**src/rtl/hazard_ctrl.sv**
```systemverilog
// Pipeline hazard controller: branch flush, load-use and FPU-occupancy stalls, and
// optional two-phase double-word issue (compiled in with HAZ_DW_SPLIT_EN).
module hazard_ctrl #(
    parameter int unsigned FPU_LAT = 4
) (
    input  logic       clk,
    input  logic       rst,
    input  logic       idValid,
    input  logic [4:0] idRs,
    input  logic [4:0] idRt,
    input  logic       idFloat,
    input  logic       idDW,
    input  logic       exRWrite,
    input  logic [1:0] exWBsrc,
    input  logic [4:0] exDstReg,
    input  logic       branchTaken,
    output logic       oPCWrite,
    output logic       oIFIDWrite,
    output logic       oIFIDFlush,
    output logic       oIDEXFlush,
    output logic       oDWPhase,
    output logic       oFpuBusy
);

    localparam logic [3:0] FPU_LOAD = 4'(FPU_LAT - 1);
    localparam logic [1:0] WB_MEM   = 2'b01;

    typedef enum logic [2:0] {
        EV_ISSUE,
        EV_FLUSH,
        EV_LOAD_USE,
        EV_FPU,
        EV_DW_SPLIT
    } event_e;

    event_e     ev;
    logic [3:0] fpu_cnt_q, fpu_cnt_d;
    logic       fpu_busy;
    logic       load_use;
    logic       fpu_stall;
    logic       dw_split;
    logic       final_float_issue;
    logic       dw_phase;

`ifdef HAZ_DW_SPLIT_EN
    logic dw_phase_q, dw_phase_d;

    assign dw_phase = dw_phase_q;
    assign dw_split = !dw_phase_q && idValid && idDW;

    // Every path except the split itself returns to the low-word phase.
    always_comb begin
        dw_phase_d = (ev == EV_DW_SPLIT);
    end

    always_ff @(posedge clk or posedge rst) begin
        if (rst) dw_phase_q <= 1'b0;
        else     dw_phase_q <= dw_phase_d;
    end
`else
    logic unused_dw;

    assign unused_dw = idDW;
    assign dw_phase  = 1'b0;
    assign dw_split  = 1'b0;
`endif

    assign fpu_busy = (fpu_cnt_q != 4'd0);

    // The high-word phase is already committed, so its hazard checks are masked.
    assign load_use  = !dw_phase && idValid && exRWrite && (exWBsrc == WB_MEM) &&
                       (exDstReg != 5'd0) && ((exDstReg == idRs) || (exDstReg == idRt));
    assign fpu_stall = !dw_phase && idValid && idFloat && fpu_busy;

    always_comb begin
        ev = EV_ISSUE;
        if (branchTaken)    ev = EV_FLUSH;
        else if (load_use)  ev = EV_LOAD_USE;
        else if (fpu_stall) ev = EV_FPU;
        else if (dw_split)  ev = EV_DW_SPLIT;
    end

    always_comb begin
        oPCWrite   = 1'b1;
        oIFIDWrite = 1'b1;
        oIFIDFlush = 1'b0;
        oIDEXFlush = 1'b0;
        oDWPhase   = dw_phase;
        oFpuBusy   = fpu_busy;
        if (rst) begin
            oPCWrite   = 1'b0;
            oIFIDWrite = 1'b0;
            oIFIDFlush = 1'b1;
            oIDEXFlush = 1'b1;
            oDWPhase   = 1'b0;
            oFpuBusy   = 1'b0;
        end else begin
            case (ev)
                EV_FLUSH: begin
                    oIFIDFlush = 1'b1;
                    oIDEXFlush = 1'b1;
                end
                EV_LOAD_USE, EV_FPU: begin
                    oPCWrite   = 1'b0;
                    oIFIDWrite = 1'b0;
                    oIDEXFlush = 1'b1;
                end
                EV_DW_SPLIT: begin
                    oPCWrite   = 1'b0;
                    oIFIDWrite = 1'b0;
                end
                default: ;
            endcase
        end
    end

    // A flushed or stalled float never occupies the FPU; only its last issued half does.
    assign final_float_issue = (ev == EV_ISSUE) && idValid && idFloat;

    always_comb begin
        fpu_cnt_d = 4'd0;
        if (final_float_issue) fpu_cnt_d = FPU_LOAD;
        else if (fpu_busy)     fpu_cnt_d = fpu_cnt_q - 4'd1;
    end

    always_ff @(posedge clk or posedge rst) begin
        if (rst) fpu_cnt_q <= 4'd0;
        else     fpu_cnt_q <= fpu_cnt_d;
    end

endmodule

```
**config.mk**
```make
export PLATFORM = sky130hd
export DESIGN_NAME = hazard_ctrl
export DESIGN_NICKNAME = d
export VERILOG_FILES = /design/src/rtl/hazard_ctrl.sv
export SDC_FILE = /design/constraint.sdc
export NUM_CORES = 1
export LEC_CHECK = 0
export CAP_MARGIN = 40
export CORE_AREA = 2 2 39 41
export CTS_CLUSTER_DIAMETER = 60
export DETAILED_ROUTE_END_ITERATION = 6
export DIE_AREA = 0 0 41 43
export MAX_ROUTING_LAYER = met4
export PLACE_DENSITY = 0.7
export SYNTH_ARGS = -nofsm -noshare
export SYNTH_HDL_FRONTEND = slang
export SYNTH_SLANG_ARGS = --single-unit
```
**constraint.sdc**
```tcl
create_clock -name clk -period 1.8 [get_ports clk]
set_input_delay 0.18 -clock clk [delete_from_list [all_inputs] [get_ports clk]]
set_output_delay 0.18 -clock clk [all_outputs]
set_load 0.01 [all_outputs]
```
run_1/wire_density.png
(8 px per µm) 8 x 9 tiles, from dark blue (low) to red (high), scaled to the fullest tile. Values are wire area over tile area, all layers added.
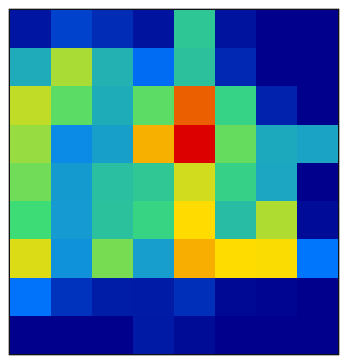
nearly empty tiles	21%
emptiest ninth of the die	upper right
mean over tiles	0.11
fullest tile	0.34
densest ninth of the die	center

run_1/met3.png
(6 px per µm) Cells faint in the background.
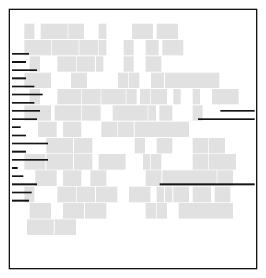
main direction	horizontal
wire length on this layer	89.1 µm
share of all routed wire	7.6%
nets with wire on the layer	22
longest straight run	15.5 µm

==> results.sh, run 1 <==
# implementation run metrics
export IMPL_syn_cell_area_um2=373
export IMPL_fp_util=0.269
export IMPL_r2r_setup_slack_ps=610
export IMPL_hold_class="in2async"
export IMPL_fp_nets=70
export IMPL_regMostFlops="fpu_cnt_q"
export IMPL_cts_inserted_buffers=3
export IMPL_chipArea_mm2=0.00176
export IMPL_ir_drop_mv=0.233
export IMPL_ys_seq_frac=0.268
export IMPL_enable_flop_cells=0
export IMPL_core_mm2=0.00138
export IMPL_firstDrtPassIters=3
export IMPL_max_stage_delay_ps=550
export IMPL_synth_dominant_cell_count="xor2_1"
export IMPL_yosysChipArea_um2=373
export IMPL_nNetsFinal=111
export IMPL_grt_start_max_net_pins=6
export IMPL_final_cells=101
export IMPL_fill_cells=129
export IMPL_io_pin_count=30
export IMPL_first_global_vias=451
export IMPL_status="completed"
run_1/port_nets.png
(12 px per µm)
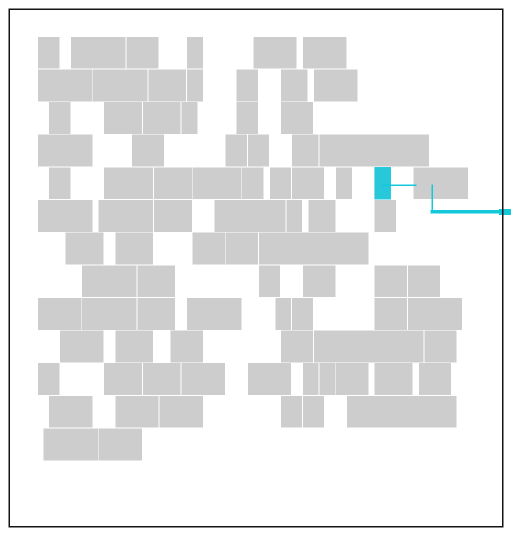
color	port	bits	direction	edge	end cells	buffers	wire
cyan	oFpuBusy	1	output	right	1	1	10.4 µm

==> run 1: metal layers <==
metal  share of wire  global-route usage
met1            0.37               0.144
met2            0.56               0.259
met3           0.076              0.0314
met4               0              0.0600
met5               0                   -
==> run 1: area by class of cell <==
| cell class | instances | area share |
|---|---|---|
| Sequential cell | 4 | 0.129 |
| Clock buffer | 3 | 0.0291 |
| Multi-Input combinational cell | 39 | 0.371 |
| Timing Repair Buffer | 38 | 0.440 |
| Inverter | 1 | 0.00485 |
| Tap cell | 16 | 0.0259 |
==> run 1: what timing repair did <==
| action | in CTS | in global routing |
|---|---|---|
| hold endpoints to repair | 0 | 0 |
| resized | 23 | 19 |
| pin swaps | 7 | 13 |
| setup endpoints to repair | 3 | 4 |
| buffers inserted | 1 | 0 |
==> run 1: critical path: cells and delay by family <==
kind / cells / cell delay, ps
AOI/OAI and AO/OA: 2 / 230
buffers and inverters: 2 / 260
and+or+nand+nor: 2 / 890
==> run 1: power breakdown <==
part | total, mW | leakage [nW] | switching, mW | internal [mW]
Sequential | 0.115 | 0.0540 | 0.00958 | 0.105
Clock | 0.108 | 0.0138 | 0.0336 | 0.0744
Combinational | 0.232 | 0.364 | 0.107 | 0.125
Total | 0.455 | 0.432 | 0.150 | 0.304
==> run 1: cells by family after synthesis <==
logic type / Yosys count / share of synthesized area
buffers and inverters: 3 / 0.0503
AND-OR/OR-AND: 10 / 0.188
AND/OR/NAND/NOR: 18 / 0.248
XOR/XNOR: 10 / 0.235
flip-flops: 4 / 0.268
other: 1 / 0.0101
==> run 2, diff against run 1 <==
ABC_AREA = 1   (was default)
CORE_AREA = default   (was 2 2 39 41)
CORE_UTILIZATION = 30   (was default)
DIE_AREA = default   (was 0 0 41 43)
PLACE_DENSITY = 0.68   (was 0.7)
==> run 2 against run 1 <==
Effect of this change:
- worst setup slack gained 51 ps
- maximum frequency grew 3.0%
- die size shrank 2.6%
- routed wire length shrank 13%
- clock-buffer cell count is the same
- synthesized cell count grew 80%
- sequential cell count is the same
- clock power is essentially flat
- design area grew 5.8%
- critical path type is now reg2out
==> results.sh, run 2 <==
# implementation run metrics
export IMPL_fin_setup_tns_ps=0
export IMPL_setup_worst_path_end_class="output pin"
export IMPL_hold_class="in2async"
export IMPL_ys_sh_aoi=0.0590
export IMPL_ys_sh_simple=0.512
export IMPL_ir_drop_mv=0.411
export IMPL_cts_tree="yes"
export IMPL_syn_cell_area_um2=467
export IMPL_synth_adder_area_share=0
export IMPL_firstDrtPassIters=4
export IMPL_dieHeight_um=41.4
export IMPL_status="completed"
export IMPL_yosysChipArea_um2=467
export IMPL_nNetsFinal=143
export IMPL_path_delay_family="simple AND/OR/NAND/NOR gates"
export IMPL_layout_min_cycle_time_ps=1680
export IMPL_synthMuxAreaShare=0
export IMPL_core_mm2=0.00137
export IMPL_cts_inserted_buffers=3
export IMPL_max_stage_delay_ps=390
export IMPL_chipArea_mm2=0.00172
export IMPL_xor_share=0.0375
export IMPL_fp_nets=107
export IMPL_top_logic_kind="simple AND/OR/NAND/NOR gates"
export IMPL_regMostFlops="fpu_cnt_q"
export IMPL_fp_util=0.342
export IMPL_critPathBufInv=1
export IMPL_grt_start_max_net_pins=6
export IMPL_enable_flop_cells=0
-- run 2: cell count changes after synthesis, moves of 3 or more --
| cell | previous run | this run |
|---|---|---|
| xor2_1 | 10 | 0 |
| nand3_1 | 1 | 4 |
| inv_1 | 1 | 15 |
| nor2_1 | 5 | 14 |
| nand2_1 | 2 | 27 |
| nor3_1 | 5 | 0 |
-- run 2: kinds of logic after synthesis --
group | Yosys count
AOI/OAI and AO/OA | 4
xor gates and xnor gates | 2
buffers and inverters | 19
DFF | 4
and+or+nand+nor | 53
other | 1
-- run 2: routing by layer --
metal  vias up  track usage  share of wire
met5         -            -              0
met4         0       0.0194              0
met3         0       0.0609          0.073
met2        20        0.194           0.41
met1       230        0.171           0.52
li1        312            -              -
-- run 2: path summary, 6_finish.rpt --
check | from | to | slack (ps) | cells past startpoint
worst max-delay path | fpu_cnt_q[1] | oIFIDWrite | 120 | 7
worst min-delay path | rst | fpu_cnt_q[1] | 320 | 3
worst max register to register | fpu_cnt_q[0] | fpu_cnt_q[1] | 600 | 7
worst min register to register | fpu_cnt_q[2] | fpu_cnt_q[1] | 540 | 2
max in group asynchronous | rst | fpu_cnt_q[2] | 1380 | 3
min in group clk | fpu_cnt_q[2] | fpu_cnt_q[1] | 540 | 2
-- run 2: power by group --
part,total (mW),internal (mW),leakage [nW],switching [mW]
clock,0.110,0.0745,0.0138,0.0355
sequential,0.121,0.106,0.0535,0.0156
combinational,0.263,0.144,0.417,0.119
total,0.494,0.324,0.484,0.170
-- run 2: cell type report --
class	instances	area, µm²
fillers	136	548
repair buffers	33	318
well taps	15	18.8
flip-flops and latches	4	100
inverters	17	63.8
multi-input cells	60	295
clock buffers	3	22.5
-- run 2: repair_timing --
item,CTS,global route
cloned,0,0
resized,4,9
hold buffers,0,0
setup endpoints to repair,3,4
pin swaps,0,1
run_2/final_placement.png
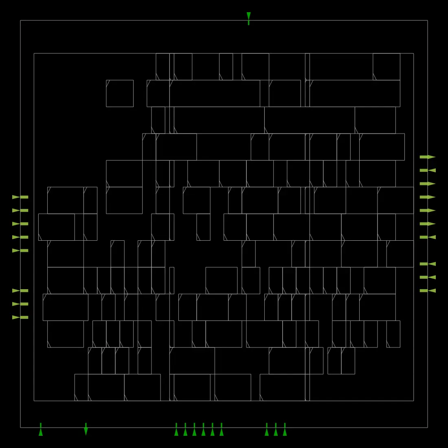
Final Non-Filler Cells: 132
n_taps: 15
Flop Count: 4

run_2/metal_stack.png
(10 px per µm) Only two layers are drawn.
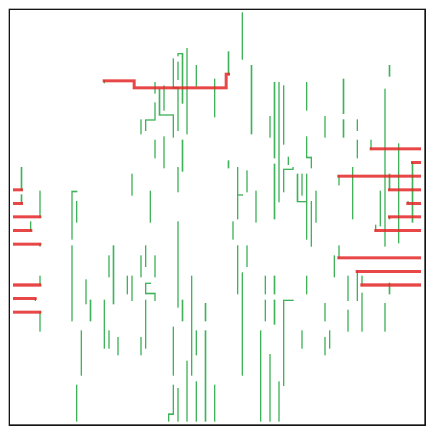
color	layer	wire length
green	met2	416 µm
red	met3	74.7 µm

==> run 3, diff against run 2 <==
CTS_CLUSTER_DIAMETER = 100   (was 60)
==> run 3 against run 2 <==
Effect of this change:
- die size unchanged
- cell count unchanged
- sequential power is essentially flat
- global-route usage stayed put
- utilization stayed put
- critical endpoint unchanged
- highest routed layer unchanged
==> results.sh, run 3 <==
# implementation run metrics
export IMPL_cts_inserted_buffers=3
export IMPL_syn_mean_instance_area_um2=5.62
export IMPL_wl_um=1020
export IMPL_use_met2=0.194
export IMPL_detail_route_antenna_nets=0
export IMPL_cts_tree="yes"
export IMPL_yosysChipArea_um2=467
export IMPL_rr_worst_depth=7
export IMPL_fin_setup_tns_ps=0
export IMPL_fp_nets=107
export IMPL_grt_busiest_layer="met2"
export IMPL_ir_drop_mv=0.411
export IMPL_hold_class="in2async"
export IMPL_layout_min_cycle_time_ps=1680
export IMPL_power_switching_uw=170
export IMPL_internal_power_uw=324
export IMPL_final_common_cell="nand2_1"
export IMPL_grt_first_pass_wirelength_um=1780
export IMPL_chipArea_mm2=0.00172
export IMPL_core_mm2=0.00137
export IMPL_dieHeight_um=41.4
export IMPL_pwr_share_comb=0.532
export IMPL_switching_share=0.344
export IMPL_p_leak_nw=0.484
export IMPL_setup_worst_path_end_class="output pin"
export IMPL_enable_flop_cells=0
export IMPL_synthCells=83
export IMPL_grt_util_met3=0.0609
export IMPL_firstDrtPassIters=4
export IMPL_nNetsFinal=143
export IMPL_grt_use_met1=0.171
export IMPL_p_clk_frac=0.223
export IMPL_final_cells=132
export IMPL_dp_hpwl_um=852
export IMPL_status="completed"
export IMPL_seqPwrFrac=0.245
[run 3: worst max-delay path, stage by stage, from the launching register on]
cell and delay (ps):
dfrtp_1 390, nor2_4 150, nand2_2 80, nor2_4 80, or2_4 130, nand2_2 50, a21oi_2 130, clkdlybuf4s15_1 250
[run 3: timing repair]
item | in CTS | in global routing
setup endpoints to repair | 3 | 4
resized | 4 | 9
hold buffers | 0 | 0
pin swaps | 0 | 1
[run 3: cell type report]
type	count	area, µm²	area share
sequential	4	100	0.122
inverter	17	63.8	0.0780
multi-input combinational	60	295	0.361
tap	15	18.8	0.0229
clock buffer	3	22.5	0.0275
timing repair buffer	33	318	0.388
[run 3: logic make-up (layout without fill, tap and decap cells)]
kind of cell | count (synthesis) | in the layout | synth area share
flops | 4 | 4 | 0.214
xor+xnor | 2 | 2 | 0.0375
buf+inv | 19 | 53 | 0.169
compound gates | 4 | 4 | 0.0590
simple gates | 53 | 53 | 0.512
other cells | 1 | 1 | 0.00804
[run 3: power groups by stage]
stage	Combinational, mW	Sequential [mW]	Clock, mW
finish	0.263	0.121	0.110
global placement	0.260	0.115	0
CTS	0.260	0.115	0.116
detailed placement	0.265	0.116	0
floorplan	0.124	0.119	0
global route	0.294	0.122	0.126
[run 3: final timing paths]
kind                                 to    startpoint  slack [ps]
max                          oIFIDWrite  fpu_cnt_q[1]         120
min                        fpu_cnt_q[1]           rst         320
max reg2reg                fpu_cnt_q[1]  fpu_cnt_q[0]         600
min reg2reg                fpu_cnt_q[1]  fpu_cnt_q[2]         540
max in group asynchronous  fpu_cnt_q[2]           rst        1380
min in group clk           fpu_cnt_q[1]  fpu_cnt_q[2]         540
[run 3: per-layer routing]
layer / vias to the layer above / part of all wire
met1: 230 / 0.52
met5: - / 0
li1: 312 / -
met3: 0 / 0.073
met4: 0 / 0
met2: 20 / 0.41
run_3/final_placement.png
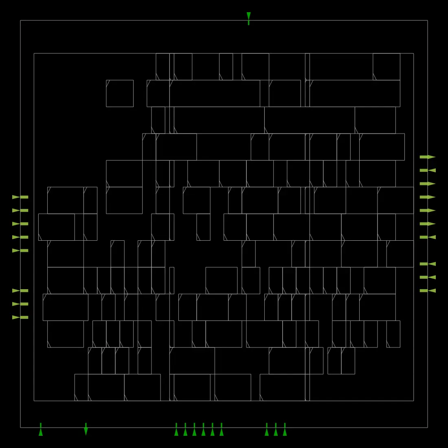
# rows: 13
sequential share of cell area: 0.122
fillers: 136

run_3/met3.png
(6 px per µm) Cells faint in the background.
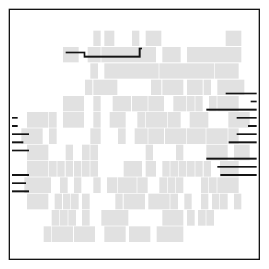
wire length on this layer	74.7 µm
nets with wire on the layer	19

Power is estimated from default activity; no workload was simulated.
